`config.mk`:
```
export PLATFORM = sky130hd
export DESIGN_NAME = rx_bit_timer
export DESIGN_NICKNAME = d
export VERILOG_FILES = /design/src/rtl/rx_timer_pkg.sv /design/src/rtl/sync_flex_counter.sv /design/src/rtl/rx_bit_timer.sv
export SDC_FILE = /design/constraint.sdc
export NUM_CORES = 1
export LEC_CHECK = 0
export CAP_MARGIN = 10
export CORE_AREA = 3 3 40 42
export CTS_CLUSTER_SIZE = 8
export DETAILED_ROUTE_END_ITERATION = 8
export DIE_AREA = 0 0 43 45
export PLACE_DENSITY_LB_ADDON = 0.3
export SLEW_MARGIN = 10
export SYNTH_ARGS = -nofsm -noshare
export SYNTH_HDL_FRONTEND = slang
export SYNTH_SLANG_ARGS = --single-unit
```
`constraint.sdc`:
```
create_clock -name clk -period 1.98 [get_ports clk]
set_input_delay 0.396 -clock clk [delete_from_list [all_inputs] [get_ports clk]]
set_output_delay 0.396 -clock clk [all_outputs]
set_load 0.05 [all_outputs]
```
`src/rtl/rx_timer_pkg.sv`:
```
`default_nettype none
// ============================================================================
// Module      : rx_timer_pkg
// Description : Shared defaults and helpers for the UART RX bit timer.
// Revision    : 1.0 - initial release
// ============================================================================
package rx_timer_pkg;

    localparam int DEFAULT_CLKS_PER_BIT = 10;
    localparam int DEFAULT_SAMPLE_POINT = 10;
    localparam int DEFAULT_NUM_BITS     = 9;

    // Bits needed to hold the values 0..max inclusive
    function automatic int cnt_width(input int max);
        return $clog2(max + 1);
    endfunction

endpackage
`default_nettype wire

```
`src/rtl/sync_flex_counter.sv`:
```
`default_nettype none
// ============================================================================
// Module      : sync_flex_counter
// Description : Up-counter with synchronous clear and programmable rollover.
//               Counts 1..rollover_val, wrapping back to 1; clear wins.
// Revision    : 1.0 - initial release
// ============================================================================
module sync_flex_counter #(
    parameter int WIDTH = 4
) (
    input  logic             clk,
    input  logic             n_rst,
    input  logic             clear,
    input  logic             count_enable,
    input  logic [WIDTH-1:0] rollover_val,
    output logic [WIDTH-1:0] count
);

    logic [WIDTH-1:0] count_q;
    logic [WIDTH-1:0] count_d;

    // Next count: clear first, then advance with wrap to 1 at rollover
    always_comb begin
        count_d = count_q;
        if (clear) begin
            count_d = '0;
        end else if (count_enable) begin
            if (count_q == rollover_val) begin
                count_d = WIDTH'(1);
            end else begin
                count_d = count_q + WIDTH'(1);
            end
        end
    end

    // Count register with synchronous active-low reset
    always_ff @(posedge clk) begin
        if (!n_rst) begin
            count_q <= '0;
        end else begin
            count_q <= count_d;
        end
    end

    assign count = count_q;

endmodule
`default_nettype wire

```
`src/rtl/rx_bit_timer.sv`:
```
`default_nettype none
// ============================================================================
// Module      : rx_bit_timer
// Description : UART RX bit-period timer. Emits a one-cycle shift strobe at
//               the sample point of each bit and a one-cycle packet_done
//               after the final bit, then freezes until enable drops.
// Revision    : 1.0 - initial release
// ============================================================================
module rx_bit_timer
    import rx_timer_pkg::*;
#(
    parameter int CLKS_PER_BIT = DEFAULT_CLKS_PER_BIT,
    parameter int SAMPLE_POINT = DEFAULT_SAMPLE_POINT,
    parameter int NUM_BITS     = DEFAULT_NUM_BITS
) (
    input  logic       clk,
    input  logic       n_rst,
    input  logic       enable_timer,
    output logic       shift_strobe,
    output logic       packet_done,
    output logic [3:0] bit_idx
);

    localparam int CW = cnt_width(CLKS_PER_BIT);

    localparam logic [CW-1:0] c_CLKS_PER_BIT = CW'(CLKS_PER_BIT);
    localparam logic [CW-1:0] c_SAMPLE_POINT = CW'(SAMPLE_POINT);
    localparam logic [3:0]    c_NUM_BITS     = 4'(NUM_BITS);
    localparam logic [3:0]    c_LAST_BIT     = 4'(NUM_BITS - 1);

    if ((SAMPLE_POINT < 1) || (SAMPLE_POINT > CLKS_PER_BIT)) begin : g_bad_sample_point
        $error("rx_bit_timer: SAMPLE_POINT must lie in 1..CLKS_PER_BIT");
    end
    if (NUM_BITS > 15) begin : g_bad_num_bits
        $error("rx_bit_timer: NUM_BITS must not exceed 15");
    end

    logic [CW-1:0] w_clk_cnt;
    logic [3:0]    w_bit_cnt;
    logic          w_clear;
    logic          w_period_en;
    logic          w_strobe;
    logic          w_last_bit;
    logic          done_flag_q;
    logic          done_flag_d;
    logic          done_seen_q;
    logic          done_seen_d;

    // Dropping enable restarts everything; completion freezes the period count
    assign w_clear     = !enable_timer;
    assign w_period_en = enable_timer && !done_flag_q;

    // Strobe decoded purely from registered state
    assign w_strobe   = (w_clk_cnt == c_SAMPLE_POINT) && (w_bit_cnt < c_NUM_BITS) && !done_flag_q;
    assign w_last_bit = (w_bit_cnt == c_LAST_BIT);

    sync_flex_counter #(
        .WIDTH (CW)
    ) u_period_cnt (
        .clk          (clk),
        .n_rst        (n_rst),
        .clear        (w_clear),
        .count_enable (w_period_en),
        .rollover_val (c_CLKS_PER_BIT),
        .count        (w_clk_cnt)
    );

    // Only strobes advance the bit count, and strobes stop at NUM_BITS,
    // so the rollover value is never reached through an increment.
    sync_flex_counter #(
        .WIDTH (4)
    ) u_bit_cnt (
        .clk          (clk),
        .n_rst        (n_rst),
        .clear        (w_clear),
        .count_enable (w_strobe),
        .rollover_val (c_NUM_BITS),
        .count        (w_bit_cnt)
    );

    // Completion flags: done sets on the last strobe, seen follows one edge later
    always_comb begin
        done_flag_d = done_flag_q;
        done_seen_d = done_seen_q;
        if (!enable_timer) begin
            done_flag_d = 1'b0;
            done_seen_d = 1'b0;
        end else begin
            if (w_strobe && w_last_bit) begin
                done_flag_d = 1'b1;
            end
            done_seen_d = done_flag_q;
        end
    end

    // Completion flag registers with synchronous active-low reset
    always_ff @(posedge clk) begin
        if (!n_rst) begin
            done_flag_q <= 1'b0;
            done_seen_q <= 1'b0;
        end else begin
            done_flag_q <= done_flag_d;
            done_seen_q <= done_seen_d;
        end
    end

    assign shift_strobe = w_strobe;
    assign packet_done  = done_flag_q && !done_seen_q;
    assign bit_idx      = w_bit_cnt;

endmodule
`default_nettype wire

```
run_1/cell_density.png
(8 px per um) The die is cut into 9 by 9 equal tiles; black is low, pale yellow is high, 0 to 100% covered.
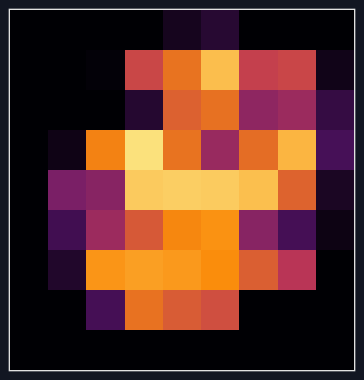
emptiest ninth of the die: north-west
densest ninth of the die: centre
tiles over 75% full: 15%
mean over tiles: 31%
Final Util: 47.4%
FP Core Util: 37.0%
Core Region: 1280 um2

run_1/placement_by_type.png
(6 px per um)
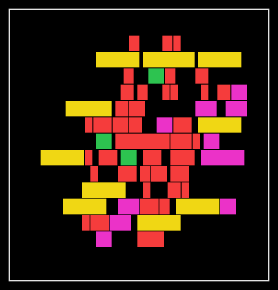
legend:
  clock drivers:
    colour: green
    cells: 3
  combinational and other logic:
    colour: red
    cells: 39
  other buffers and delay cells:
    colour: magenta
    cells: 10
  flops:
    colour: yellow
    cells: 10
fraction of area in registers: 33.7%
fin area: 609 um2
# rows: 13

run_1/layer_met3.png
(8 px per um)
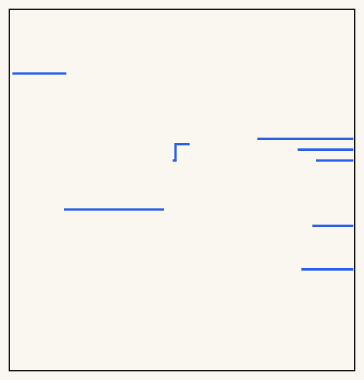
wire length on this layer: 56.3 um
main direction: horizontal
nets with wire on the layer: 7
Routed WL: 887 um
met3 Resource Use GR: 3.98%

==> flow_summary.json, run 1 <==
{
  "status": "finished, final reports clean",
  "top_cell_area_share_pct": 42.1,
  "aoi_share_pct": 13.7,
  "drt-initial-drc-count": 5,
  "wl_met2_um": 382,
  "path_class": "flop to primary output",
  "ioPinCount": 9,
  "cts_resized": 0,
  "skew_ps": 0.683,
  "via_per_inst": 4.95,
  "post-route-min-period_ps": 1880,
  "critPathBufInv": 1,
  "top_cells_by_count": "dfxtp_1, nor2_1, xor2_1",
  "insertion_delay_ps": 250,
  "cts_sinks": 10,
  "drc": 0,
  "globalRouteMet2Util_pct": 15.3,
  "max_freq_mhz": 531,
  "crit_path_start": "u_bit_cnt.count[0]",
  "antenna_found_initial": 0,
  "met3_wirelength_um": 56,
  "p_clk_w": 0.000133,
  "ys_sh_mux_pct": 0,
  "taps": 15,
  "cts_hold_buffers": 0,
  "timing.rr.end": "u_bit_cnt.count[0]"
}
==> run 2, diff against run 1 <==
Settings changed: CAP_MARGIN 10 to 20, PLACE_DENSITY_LB_ADDON 0.3 to not set.
run_2/cell_density.png
(8 px per um) The die is cut into 9 by 9 equal tiles; black is low, pale yellow is high, 0 to 100% covered.
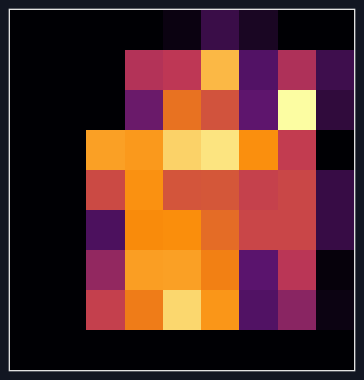
densest ninth of the die: centre
emptiest ninth of the die: north-west
nearly empty tiles: 41%
Final Util: 47.7%

==> run 2 against run 1 <==
  * Clock power is essentially flat
  * Global-route usage fell by 0.91 points
  * Total power rose by 0.25%
  * Area after synthesis unchanged
  * Sequential share of layout area decreased by 0.82 points
  * Routed wire length fell by 2.1%
  * Combinational power is essentially flat
  * Clock skew up 1.9 ps
  * Clock-buffer cell count did not move
  * Largest power group unchanged
==> flow_summary.json, run 2 <==
{
  "status": "finished, final reports clean",
  "wl_met2_um": 383,
  "path_class": "flop to primary output",
  "p_clk_w": 0.000134,
  "ys_sh_mux_pct": 0,
  "timing.rr.end": "u_bit_cnt.count[0]",
  "drc": 0,
  "met1_length_um": 428,
  "top_cell_area_share_pct": 42.1,
  "final-clk-cell-share_pct": 3.67,
  "critPathBufInv": 1,
  "met3_wirelength_um": 44,
  "insertion_delay_ps": 250,
  "use_met3_pct": 4.78,
  "post-route-min-period_ps": 1900,
  "antenna_found_initial": 0,
  "ys_sh_adder_pct": 0,
  "clkTransAtPathRegs_ps": 60,
  "globalRouteMet2Util_pct": 15.9,
  "taps": 15,
  "skew_ps": 2.60,
  "top_cells_by_count": "dfxtp_1, nor2_1, xor2_1",
  "core_um2": 1280,
  "post_drt_wl_per_cell_um": 11.1,
  "finalHoldViolations": 0,
  "numSynthFlops": 10,
  "cts_tree": "built",
  "critPathMaxFanout": 6,
  "leakage_nw": 0.235,
  "synth_area_leader_cell": "dfxtp_1",
  "via_per_inst": 4.92,
  "cts_hold_buffers": 0,
  "cts_sinks": 10,
  "avgSynthCellArea_um2": 9.32,
  "seq_area_share_pct": 32.9,
  "aoi_share_pct": 13.7,
  "fin_area_um2": 613,
  "crit_path_start": "u_period_cnt.count[1]",
  "switchingPower_w": 0.0000732,
  "wirelength_um": 868,
  "die_area_um2": 1940,
  "fp_util_pct": 37.0,
  "ioPinCount": 9,
  "max_freq_mhz": 527,
  "warnings": 26,
  "drt-initial-drc-count": 9,
  "grt_use_total_pct": 10.5,
  "rr_worst_depth": 5,
  "rows": 13,
  "cts_resized": 0
}
==> run 3, diff against run 2 <==
Settings changed: CORE_AREA 3 3 40 42 to not set, CORE_MARGIN set to 5, CORE_UTILIZATION set to 35, DIE_AREA 0 0 43 45 to not set.
run_3/placement_by_type.png
(6 px per um)
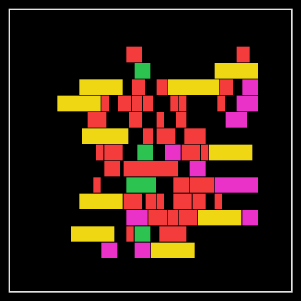
legend:
  clock drivers and dummy loads:
    colour: green
    cells: 4
  combinational and other logic:
    colour: red
    cells: 39
  other buffers and delay cells:
    colour: magenta
    cells: 10
  flops:
    colour: yellow
    cells: 10
Final Util: 48.3%
fin area: 621 um2
fraction of area in registers: 33.1%

==> run 3 against run 2 <==
  * Utilization up 0.58 points
  * Sequential cell count did not move
  * Combinational power increased by 3%
  * Routed wire length rose by 9.1%
  * Via count up 5.5%
==> flow_summary.json, run 3 <==
{
  "skew_ps": 4.52,
  "globalRouteMet2Util_pct": 12.2,
  "taps": 15,
  "fp_util_pct": 37.0,
  "max_freq_mhz": 520,
  "final-clk-cell-share_pct": 5.85,
  "ioPinCount": 9,
  "met3_wirelength_um": 58,
  "ys_sh_adder_pct": 0,
  "wirelength_um": 947,
  "synth_area_leader_cell": "dfxtp_1",
  "status": "finished, final reports clean",
  "core_um2": 1280,
  "p_clk_w": 0.000187,
  "clkTransAtPathRegs_ps": 70,
  "switchingPower_w": 0.0000849,
  "wl_met2_um": 424,
  "path_class": "flop to primary output",
  "crit_path_start": "u_period_cnt.count[1]",
  "insertion_delay_ps": 270,
  "use_met3_pct": 2.30,
  "critPathBufInv": 1,
  "antenna_found_initial": 0,
  "drc": 0,
  "post-route-min-period_ps": 1920
}

==> notes/layouts.md <==
Pictures saved along the way, in no particular order.

Signal wires by layer.
(8 px per um) Two of the layers only.
shot_01.png
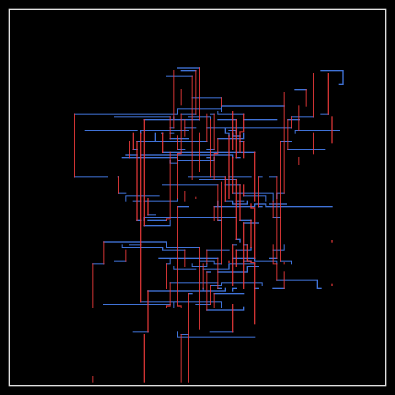
shot_02.png
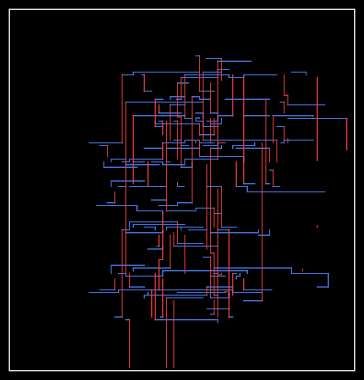
shot_03.png
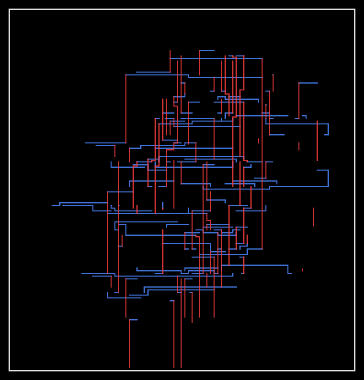
| picture | from |
|---|---|
| shot_01.png | run 3 |
| shot_03.png | run 1 |
| shot_02.png | run 2 |

No activity file was given, so power comes from the tool's default toggle rates.
